Cell outlines without signal wires:
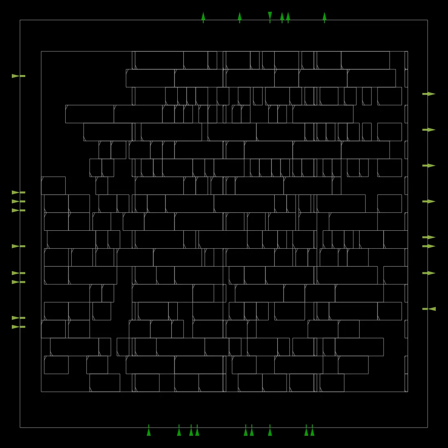
Layout detail:
Scale bar: 10 µm. Window x 18 to 43, y 6 to 31 µm. Cells in grey, sequential cells in the stronger grey; small squares are vias.
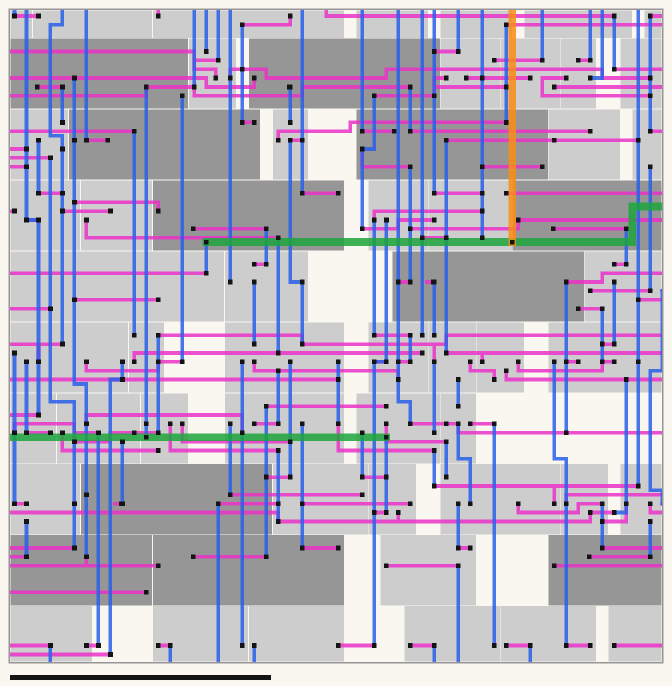
Logic cells by family:
Scale bar: 20 µm.
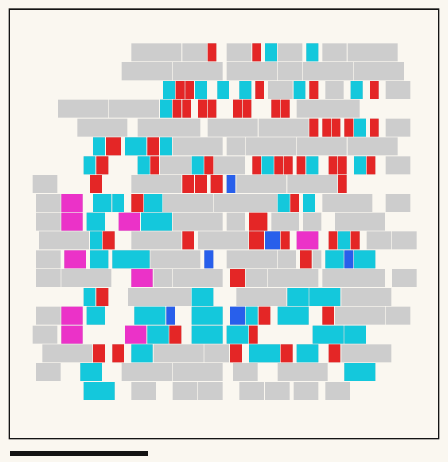
Clock wires, drivers and flops:
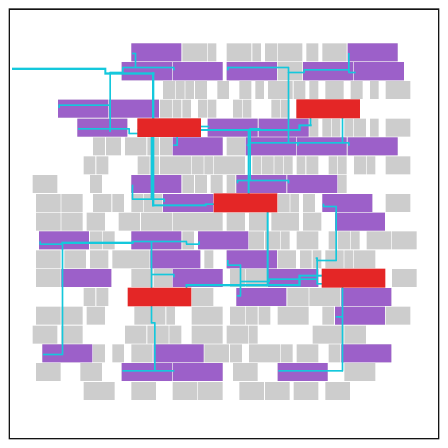
==> config.mk <==
export PLATFORM = sky130hd
export DESIGN_NAME = serial_adder
export DESIGN_NICKNAME = d
export VERILOG_FILES = /design/src/rtl/serial_adder.sv
export SDC_FILE = /design/constraint.sdc
export NUM_CORES = 1
export LEC_CHECK = 0
export CAP_MARGIN = 20
export CORE_MARGIN = 3
export CORE_UTILIZATION = 55
export CTS_BUF_LIST = sky130_fd_sc_hd__clkbuf_16
export CTS_CLUSTER_SIZE = 20
export DETAILED_ROUTE_END_ITERATION = 10
export GPL_ROUTABILITY_DRIVEN = 0
export HOLD_SLACK_MARGIN = 0.05
export PLACE_DENSITY = 0.93
export SYNTH_ARGS = -nofsm -noshare
export SYNTH_HDL_FRONTEND = slang
export SYNTH_SLANG_ARGS = --single-unit
==> constraint.sdc <==
create_clock -name clk -period 2.5 [get_ports clk]
set_clock_uncertainty 0.15 [all_clocks]
set_input_delay 0.5 -clock clk [delete_from_list [all_inputs] [get_ports clk]]
set_output_delay 0.5 -clock clk [all_outputs]
set_load 0.02 [all_outputs]
==> run_results.csv <==
group,metric,value,unit
synth,netlist_area,1720,µm²
clock_tree,post-cts-setup-buffers,0,
die,core_area,2880,µm²
synth,post_synth_inst_count,185,
synth,yosys_most_used_dff,"sky130_fd_sc_hd__dfxtp_1",
final_layout,buffers,36,
worst_setup_path,path_delay_family,"buffers and inverters",
final_timing,final_min_period_over_clock_period,93.8,%
global_route,gr-usage-all-layers,20.0,%
synth,synth_chip_area,1720,µm²
run_status,run_status,"complete, no violations",
synth,yosys.area_share.adder,2.62,%
worst_setup_path,worst-path-stages,3,
final_timing,layout_min_cycle_time,2350,ps
routing,routed_wirelength,3.21,mm
synth,synth_area_per_cell,9.29,µm²
synth,post_synthesis_async_set_or_reset_flop_share,0,%
worst_setup_path,worstSetupStartpointType,"flip-flop",
final_timing,relSlewSlack,68.4,%
final_layout,regArea,781,µm²
routing,drc,0,
global_route,first_global_vias,1252,
worst_setup_path,worstSetupEndpointType,"output pin",
worst_setup_path,worst-path-buf-inv,2,
worst_setup_path,crit_fanout,27,
final_layout,logic_area,818,µm²
final_layout,final-nonclk-buf-share,16.3,%
worst_setup_path,crit_path_required_time,1850,ps
power_and_ir_drop,power.ir.vdd_worst,545,µV
die,die_h,61.9,µm
clock_tree,cts_root_buf,"sky130_fd_sc_hd__clkbuf_16",
synth,aoi_share,23.6,%
final_timing,finalSetupViolations,0,
synth,synth.net_count,208,
routing,routed-via-count,1345,
final_layout,final-clk-cell-share,6.02,%
final_layout,layout.non_clock_inverters,1,
clock_tree,htree_num_levels,2,
synth,synth_flop_count,39,
global_route,antenna_found_initial,0,
power_and_ir_drop,powerDensity,656,nW/µm²
synth,yosysCellCount,185,
worst_setup_path,worst-r2r-cell-count,5,
final_timing,finalSetupTns,0,ps
final_layout,num_antenna_cells,0,
job,max_cap_viol_count,0,
synth,ys_sh_simple,16.8,%
die,io-pin-count,32,
final_layout,layout.cells.largest_class,"logic gates",
die,floorplan.die_area,3830,µm²
synth,netlist.top_cell.by_area,"sky130_fd_sc_hd__dfxtp_1",
synth,synth.cellmix.xorXnorShare,4.59,%
final_layout,drive_above_1_share,15.1,%
clock_tree,number_of_resized_instances_in_the_post_cts_repair_step,0,
synth,synth-seq-area-share,45.4,%
synth,synth_largest_type_area_fraction,45.4,%
final_timing,max_freq,0.426,GHz
global_route,maximum_number_of_pins_on_one_net_before_global_route_repair,40,
clock_tree,cts-buffers-inserted,5,
final_layout,synthToLayoutAreaGrowth,24.5,%
worst_setup_path,critical_path.max_stage_delay,640,ps
worst_setup_path,regToRegSetupSlack,880,ps
global_route,remaining_global_route_overflow,0,
final_layout,nets,236,
power_and_ir_drop,static_leakage_power,0.728,nW
global_route,grt_first_pass_wirelength,5.59,mm
final_layout,design.seq.count,39,
job,tool_warnings,26,
worst_setup_path,worstPathArrival,1700,ps
min_path,min_path_type,"reg -> reg",
worst_setup_path,crit_path_cell_trace,"nand2b_1 > inv_8 > clkdlybuf4s50_1",
routing,detailedRoute.firstIterationViolations,55,
clock_tree,tritoncts_num_sinks,39,
routing,routed_via_density,5.30,
synth,edf_count,0,
About 'cell outlines without signal wires':
final cell count without fillers: 254
proportion of cell area occupied by registers: 36.5%
tap cell instance count: 42
floorplan row count: 19
core utilization of the finished layout: 74.4%

About 'layout detail':
colour	layer
orange	M4
magenta	M1
blue	M2
green	M3
cells with their middle in the window	50
most frequent	dfxtp_1 (11), clkdlybuf4s50_1 (8), nand3_1 (6)
sequential cells in the window	11

About 'logic cells by family':
colour	family	cells
blue	nor cells	6
magenta	xor and xnor cells	9
red	nand cells	58
cyan	aoi and oai cells	52
highest-count logic cell in the final layout: sky130_fd_sc_hd__dfxtp_1
share of the final layout cell area in multi-input gates: 38.2%

About 'clock wires, drivers and flops':
[red] clock-net drivers | count: 5
[purple] flip-flops | count: 39
[cyan] clock wires | length: 418 µm
flops lie	widely spread
routed clock nets	6
Clock Power Share: 40.2%
source-to-sink clock delay at the later pin of the worst-skew pair: 270 ps
power of the clock network: 0.564 mW

-- layer usage --
metal  GRT usage [%]  part of all wire (%)
met5               0                     0
met4            7.27                   1.3
met3            7.64                   5.4
met2            32.1                    49
met1            24.5                    44
-- power breakdown --
part	switching (mW)	internal, mW
clock network	0.211	0.353
logic	0.0944	0.0793
registers	0.0178	0.648
total	0.323	1.08
-- metrics by stage --
| step | std cells | setup slack, ps | cell area (µm²) | power (mW) | hold WS, ps |
|---|---|---|---|---|---|
| CTS | 254 | 142 | 2140 | 1.41 | 302 |
| finish | 254 | 154 | 2140 | 1.40 | 300 |
| detailed placement | 248 | 435 | 2010 | 0.852 | 295 |
| floorplan | 185 | 1070 | 1720 | 0.805 | 282 |
| global placement | 248 | 477 | 2010 | 0.847 | 288 |
| global route | 254 | 69.5 | 2140 | 1.47 | 323 |
Power is estimated from default activity; no workload was simulated.
